--- src/rtl/k16_io_scanner.sv ---
// Time-multiplexed scanner that moves CPU port words over a narrow nibble bus and captures input slices.
// Define K16_IO_SNAPSHOT_EN to stage captures in a shadow word and publish cpuInput once per frame.
module k16_io_scanner #(
   parameter int unsigned PORTS      = 2,
   parameter int unsigned WORD_WIDTH = 16,
   parameter int unsigned BUS_WIDTH  = 4,
   parameter int unsigned DWELL      = 1,
   localparam int unsigned FLAT_WIDTH = PORTS * WORD_WIDTH,
   localparam int unsigned SLOTS      = FLAT_WIDTH / BUS_WIDTH,
   localparam int unsigned SEL_WIDTH  = (SLOTS > 1) ? $clog2(SLOTS) : 1
) (
   input  logic                  clk,
   input  logic                  reset,
   input  logic                  enable,
   output logic [SEL_WIDTH-1:0]  select,
   output logic [BUS_WIDTH-1:0]  outputBits,
   input  logic [BUS_WIDTH-1:0]  inputBits,
   input  logic [FLAT_WIDTH-1:0] cpuOutput,
   output logic [FLAT_WIDTH-1:0] cpuInput,
   output logic                  frameDone
);

   localparam int unsigned DWELL_WIDTH = (DWELL > 1) ? $clog2(DWELL) : 1;

   typedef enum logic {IDLE, SCAN} state_t;

   state_t                  state;
   logic [DWELL_WIDTH-1:0]  dwell;
   logic                    last_dwell_c;
   logic                    last_slot_c;
   logic [SEL_WIDTH-1:0]    next_sel_c;
   logic [BUS_WIDTH-1:0]    next_slice_c;
   logic [FLAT_WIDTH-1:0]   capture_c;
`ifdef K16_IO_SNAPSHOT_EN
   logic [FLAT_WIDTH-1:0]   shadow;
`endif

   // Slot sequencing plus the captured word as it will look after this slot's capture edge.
   always_comb begin
      last_dwell_c = (dwell == DWELL_WIDTH'(DWELL - 1));
      last_slot_c  = (select == SEL_WIDTH'(SLOTS - 1));
      next_sel_c   = last_slot_c ? '0 : select + 1'b1;
      next_slice_c = '0;
`ifdef K16_IO_SNAPSHOT_EN
      capture_c    = shadow;
`else
      capture_c    = cpuInput;
`endif
      for (int unsigned s = 0; s < SLOTS; s++) begin
         if (next_sel_c == SEL_WIDTH'(s)) begin
            next_slice_c = cpuOutput[s*BUS_WIDTH +: BUS_WIDTH];
         end
         if (select == SEL_WIDTH'(s)) begin
            capture_c[s*BUS_WIDTH +: BUS_WIDTH] = inputBits;
         end
      end
   end

   // IDLE keeps slot 0 presented; SCAN walks slots and only leaves at a frame boundary.
   always_ff @(posedge clk) begin
      if (reset) begin
         state      <= IDLE;
         select     <= '0;
         dwell      <= '0;
         outputBits <= '0;
         cpuInput   <= '0;
         frameDone  <= 1'b0;
`ifdef K16_IO_SNAPSHOT_EN
         shadow     <= '0;
`endif
      end else begin
         frameDone <= 1'b0;
         case (state)
            IDLE: begin
               select     <= '0;
               dwell      <= '0;
               outputBits <= cpuOutput[BUS_WIDTH-1:0];
               if (enable) begin
                  state <= SCAN;
               end
            end
            SCAN: begin
               if (!last_dwell_c) begin
                  dwell <= dwell + 1'b1;
               end else begin
                  dwell      <= '0;
                  select     <= next_sel_c;
                  outputBits <= next_slice_c;
`ifdef K16_IO_SNAPSHOT_EN
                  shadow <= capture_c;
                  if (last_slot_c) begin
                     cpuInput <= capture_c;
                  end
`else
                  cpuInput <= capture_c;
`endif
                  if (last_slot_c) begin
                     frameDone <= 1'b1;
                     if (!enable) begin
                        state <= IDLE;
                     end
                  end
               end
            end
         endcase
      end
   end

endmodule

--- config.mk ---
export PLATFORM = sky130hd
export DESIGN_NAME = k16_io_scanner
export DESIGN_NICKNAME = d
export VERILOG_FILES = /design/src/rtl/k16_io_scanner.sv
export SDC_FILE = /design/constraint.sdc
export NUM_CORES = 1
export LEC_CHECK = 0
export ABC_AREA = 1
export CORE_MARGIN = 3
export CORE_UTILIZATION = 38
export CTS_BUF_LIST = sky130_fd_sc_hd__clkbuf_16
export DETAILED_ROUTE_END_ITERATION = 8
export PLACE_DENSITY = 0.76
export SYNTH_ARGS = -nofsm -noshare
export SYNTH_HDL_FRONTEND = slang
export SYNTH_SLANG_ARGS = --single-unit
--- constraint.sdc ---
create_clock -name clk -period 2.05 [get_ports clk]
set_clock_uncertainty 0.2 [all_clocks]
set_input_delay 0.3075 -clock clk [delete_from_list [all_inputs] [get_ports clk]]
set_output_delay 0.3075 -clock clk [all_outputs]
set_load 0.02 [all_outputs]
Fig. 1: run 1, signal wires by layer
Only two layers are drawn.
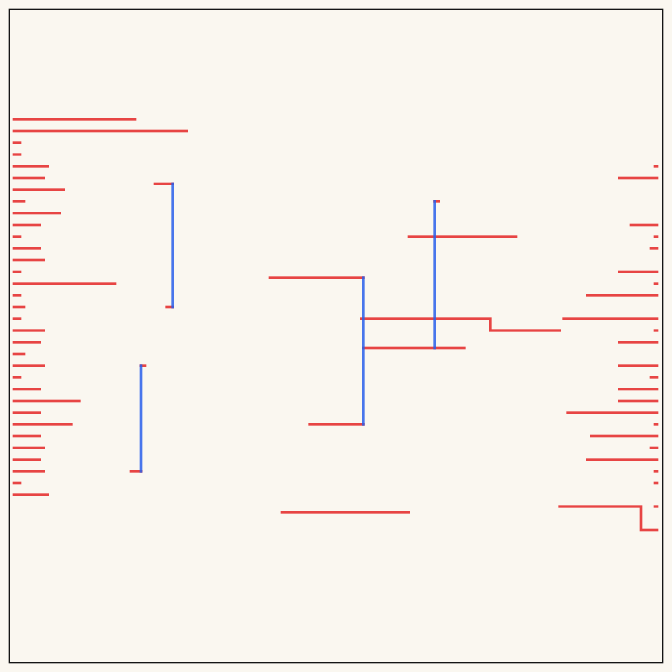
layer	colour	wire length
metal 3	red	306 µm
metal 4	blue	60.5 µm
GRT Overall Usage: 18.2%
average wire per standard cell: 12.7 µm
Vias: 1920
Routed Wire Length: 4.85 mm

Fig. 2: run 1, pin map
Pins as bars across the die edge, other pins in grey.
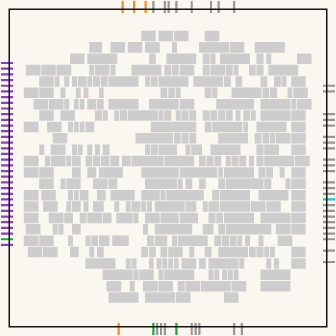
port	colour	pins	direction	edge
`cpuOutput`	purple	32	input	west
`outputBits`	orange	4	output	3 north, 1 south
`select`	green	3	output	2 south, 1 west
`frameDone`	cyan	1	output	east
all pins by edge	33 west, 24 east, 11 north, 11 south

Fig. 3: run 1, routing congestion map
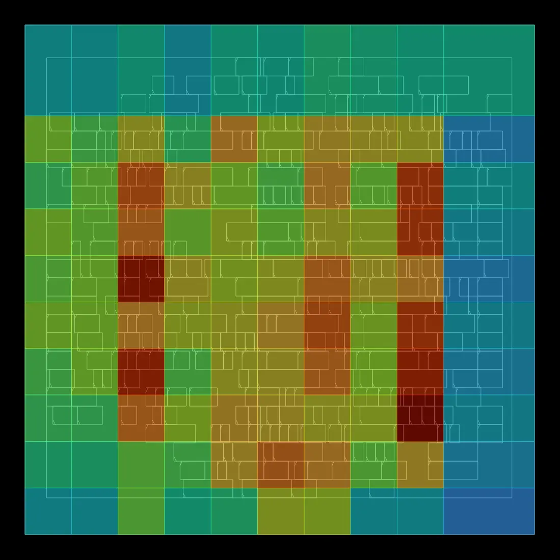
Core Util, Final: 65.3%
grt met2 use: 31.0%
GRT busiest layer: met2
GRT met1 Usage: 22.9%

Fig. 4: run 1, M3 wires
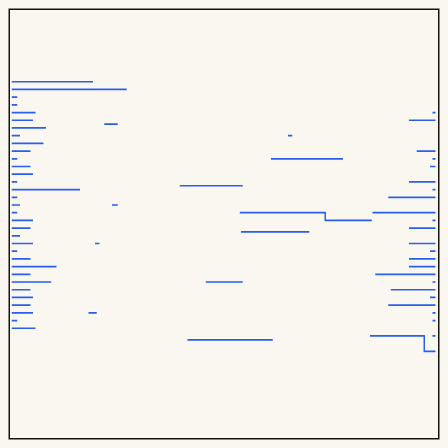
wire length on this layer	306 µm
main direction	horizontal
nets with wire on the layer	61
longest straight run	20.0 µm
share of all routed wire	6.3%

==> results.cfg, run 1 <==
; flow metrics
[status]
outcome = finished, final reports clean

[clocking]
clk_pin_slew_ns = 0.06
cts_tree = done
postCtsHoldBufs = 0
cts-root-buf = clkbuf_16
clock_path_buffers = 2
cts_made_buffers = 5

[global_routing]
grt_pass1_wl_mm = 8.05
antenna_found_initial = 0
overflow = 0
grt_pass1_vias = 1802

[final_timing]
drv_slew = 0
setup_violations = 0
rsz0062_at_grt = no
holdWs_ns = 0.240
period_minus_slack_ns = 1.94
max_freq_mhz = 517
final-hold-violation-count = 0
tns_ns = 0

[yosys]
common_cells = dfxtp_1 (41), o21ai_0 (40), inv_1 (38)
async_reset_ff_share_pct = 0
ff_type = dfxtp_1
syn_inst = 247
netlist_area_um2 = 1840
area_leaders = dfxtp_1 (45%), o21ai_0 (11%), inv_1 (7.8%)
ys_ff = 41

[power_and_ir_drop]
seq_power_w = 0.000841
clkPwrFrac_pct = 46.6
p_per_area_nw_per_um2 = 735
p_seq_share_pct = 38.9
leakage_nw = 1.12
p_comb_w = 0.000313
pwr-share-comb_pct = 14.5

[setup_path]
worstPathCellList = buf_4 > clkdlybuf4s50_1
r2r-start = select[0]$_SDFF_PP0_
r2r_slack_ns = 0.12
crit_required_ns = 1.54
crit_type = register to primary output
slowest_stage = clkdlybuf4s50_1
cpPeakStageDelay_ns = 0.62
cp-startpoint = select[0]$_SDFF_PP0_

[worst_hold_path]
min_from = cpuInput[8]$_SDFFE_PP0P_
hold_path_class = register to register
holdPathStages = 2

[cells_and_area]
drive_gt1_share_pct = 9.06
flop_area_um2 = 823
area_growth_pct = 59.9
nNetsFinal = 375
layout_top_cell = clkdlybuf4s50_1
combGateArea_um2 = 866

[job]
tool_warnings = 30

[placement]
dp_worst_setup_slack_ns = 0.110
numPortBuffers = 78
gp_congestion = 0.864

[routing]
drt-pass1-iter-count = 4

[floorplanning]
fp-utilization_pct = 40.8
ios = 79
die.size.x_um = 75.6
die_h_um = 75.6
-- run 1: state kept, by name, summed over array words and instances (netlist names) --
name,count
outputBits,4
select,3
frameDone,1
cpuInput,32
state,1
-- run 1: logic make-up (layout without fill, tap and decap cells) --
logic type	Yosys count	count (layout)	synth area share [%]
buffers and inverters	49	133	10.5
and+or+nand+nor	86	86	23.1
adders and majority gates	6	6	4.08
DFF	41	41	44.6
AOI/OAI and AO/OA	65	65	17.7
-- run 1: routing by layer --
| layer | wire (µm) | GRT usage, % | vias to the layer above | share of wire [%] |
|---|---|---|---|---|
| li1 | - | - | 979 | - |
| met3 | 306 | 3.69 | 9 | 6.3 |
| met5 | 0 | 0 | - | 0 |
| met2 | 2330 | 31.0 | 73 | 48 |
| met1 | 2150 | 22.9 | 859 | 44 |
| met4 | 60 | 6.21 | 0 | 1.2 |
-- run 1: through the flow --
| step | total power, W | utilization (%) | area, µm² |
|---|---|---|---|
| 6_report | 0.00216 | 65.3 | 2940 |
| 5_1_grt | 0.00224 | 65.3 | 2940 |
| 4_1_cts | 0.00217 | 64.4 | 2900 |
| 3_5_place_dp | 0.00116 | 60.1 | 2710 |
| 3_3_place_gp | 0.00116 | 60.1 | 2710 |
| 2_1_floorplan | 0.00100 | - | 1840 |
-- run 1: what timing repair did --
| item | CTS | global route |
|---|---|---|
| endpoints found under the setup margin | 0 | 4 |
| gates resized | 0 | 12 |
| buffers inserted | 0 | 0 |
-- run 1: area by class of cell --
cell class	count	share of cell area (%)
well taps	52	2.21
inverters	41	5.23
clock buffers	5	4.26
clock inverters	3	2.34
multi-input cells	157	29.4
repair buffers	84	28.5
flip-flops and latches	41	28.0
-- run 1: worst max-delay path, delay by kind of cell, from the launching register on --
kind	cells	cell delay (ns)
buffers and inverters	2	0.79
DFF	1	0.36
Fig. 5: run 1, where the registers sit
Other sequential cells in the stronger grey, the rest of the logic in the fainter grey.
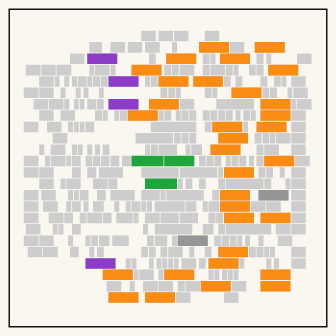

==> run 2: changes to the inputs <==
--- a/config.mk
+++ b/config.mk
@@ -11,6 +11,8 @@
 export CTS_BUF_LIST = sky130_fd_sc_hd__clkbuf_16
 export DETAILED_ROUTE_END_ITERATION = 8
 export PLACE_DENSITY = 0.76
+export SETUP_SLACK_MARGIN = 0.15
+export SLEW_MARGIN = 15
 export SYNTH_ARGS = -nofsm -noshare
 export SYNTH_HDL_FRONTEND = slang
 export SYNTH_SLANG_ARGS = --single-unit
Fig. 6: run 2, where the registers sit
Other sequential cells in the stronger grey, the rest of the logic in the fainter grey.
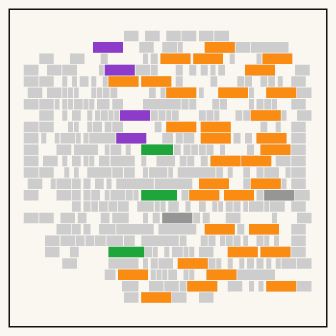
name in the netlist	colour	placed flops
`cpuInput`	orange	32
`select`	green	3
`outputBits`	purple	4
Flop+latch power: 0.000846 W
Core Util, Final: 67.0%
Seq/total area: 27.5%

==> run 2 against run 1 <==
Net effect:
- synthesized cell count is the same
- cell count grew 2.3%
- non-clock buffer count grew 9
- combinational power grew 7.0%
- first-iteration DRC count shrank 11%
- register-to-register slack gained 0.04 ns
- wire length grew 6.9%
- via count grew 2.8%
- sequential share of layout area shrank 0.52 points
- die area is the same
- sequential cell count is the same
- critical endpoint is now outputBits[1]$_SDFF_PP0_
- largest cell class unchanged
- highest routed layer unchanged
==> results.cfg, run 2 <==
; flow metrics
[cells_and_area]
largest_registers = cpuInput: 32 flops, outputBits: 4 flops, select: 3 flops
layout_top_cell = clkdlybuf4s50_1
postLayoutCellArea_um2 = 3020
drive_gt1_share_pct = 12.6
nNetsFinal = 384
largest-register = cpuInput
area_growth_pct = 64.1
largest_reg_flops = 32
diodes = 0

[placement]
post-place-cells = 371
placed_area_um2 = 2670
numPortBuffers = 78
gp_congestion = 0.989
dp_worst_setup_slack_ns = -0.0159

[clocking]
clock_path_buffers = 2
clk_latency_ns = 0.28
cts_tree = done
postCtsHoldBufs = 0
cts-root-buf = clkbuf_16
cts_made_buffers = 5
clk_pin_slew_ns = 0.06
postCtsSetupBuffers = 1
cts_resized = 8

[worst_hold_path]
holdPathStages = 2
min_from = cpuInput[21]$_SDFFE_PP0P_
hold_path_class = register to register

[setup_path]
crit_required_ns = 2.07
worstPathArrival_ns = 1.91
r2r-start = select[0]$_SDFF_PP0_
crit_type = register to register
r2r_slack_ns = 0.16

[routing]
post_drt_wl_per_cell_um = 13.2
finalWirelength_mm = 5.18
drt-pass1-iter-count = 4
dr_total_vias = 1973
postRouteAntennaNets = 0

[yosys]
area_leaders = dfxtp_1 (45%), o21ai_0 (11%), inv_1 (7.8%)
ys_ff = 41
async_reset_ff_share_pct = 0
netlist_area_um2 = 1840
syn_inst = 247
common_cells = dfxtp_1 (41), o21ai_0 (40), inv_1 (38)
synth_nets = 292
ys_seq_share_pct = 44.6
ys_chip_area_um2 = 1840
ff_type = dfxtp_1

[job]
maxCapViolCount = 0
tool_warnings = 31

[floorplanning]
fp-utilization_pct = 40.8
die.size.x_um = 75.6
ios = 79
die_h_um = 75.6
std_cell_rows = 24

[power_and_ir_drop]
clkPwrFrac_pct = 38.8
power.total_w = 0.00193
clk-power_w = 0.000750
switching_share_pct = 25.4
p_comb_w = 0.000335
p_per_area_nw_per_um2 = 639
peakVddDrop_uv = 329
leakage_nw = 1.15
p_seq_share_pct = 43.8
pwr-share-comb_pct = 17.3
internal_power_w = 0.00144

[global_routing]
overflow = 0
grtUsageMet3_pct = 5.54
grt_start_max_net_pins = 19
antenna_found_initial = 0
grt_pass1_vias = 1801
grt_use_met2_pct = 29.4
grt_pass1_wl_mm = 7.95
grtUsageTotal_pct = 18.5
grt_use_met1_pct = 22.6
busiest_layer = met2

[final_timing]
final-hold-violation-count = 0
drv_slew = 0
setup_violations = 0
period_minus_slack_ns = 1.89
max_freq_mhz = 529
rsz0062_at_grt = yes
finalWorstSetupSlack_ns = 0.159
period_used_pct = 92.3
holdWs_ns = 0.240
tns_ns = 0

[status]
outcome = finished, final reports clean
[run 2: layer usage]
metal | wire length (µm) | up-vias
li1 | - | 1002
met1 | 2310 | 865
met2 | 2380 | 95
met3 | 372 | 11
met4 | 117 | 0
met5 | 0 | -
[run 2: cells by family after synthesis]
family,synth area share [%]
DFF,44.6
buffers and inverters,10.5
and+or+nand+nor,23.1
AOI/OAI and AO/OA,17.7
adders and majority gates,4.08
[run 2: worst max-delay path by stage]
stage / startpoint / end / slack [ns] / cells after the start
2_1_floorplan: select[0]$_SDFF_PP0_ / outputBits[0]$_SDFF_PP0_ / 0.16 / 10
3_3_place_gp: select[0]$_SDFF_PP0_ / outputBits[2]$_SDFF_PP0_ / 0.007 / 7
3_5_place_dp: select[0]$_SDFF_PP0_ / outputBits[3]$_SDFF_PP0_ / -0.02 / 8
4_1_cts: select[0]$_SDFF_PP0_ / outputBits[3]$_SDFF_PP0_ / 0.18 / 10
5_1_grt: select[0]$_SDFF_PP0_ / outputBits[1]$_SDFF_PP0_ / 0.03 / 8
6_report: select[0]$_SDFF_PP0_ / outputBits[1]$_SDFF_PP0_ / 0.16 / 8
[run 2: critical path: stages (launching register included)]
cell and delay [ns]:
dfxtp_4 0.43, inv_8 0.05, ha_4 0.30, inv_4 0.06, nor2_4 0.21, nand3b_1 0.22
o21ai_1 0.20, nor2_1 0.07, nor2_1 0.09
[run 2: final cells by class]
| class | instances | area [µm²] |
|---|---|---|
| fill | 370 | 1490 |
| multi-input combinational | 157 | 910 |
| timing repair buffer | 93 | 910 |
| sequential | 41 | 830 |
| inverter | 41 | 164 |
| clock buffer | 5 | 125 |
| tap | 52 | 65.1 |
| clock inverter | 3 | 16.3 |
Power figures rest on the tool's default switching activity, not on a simulated workload.
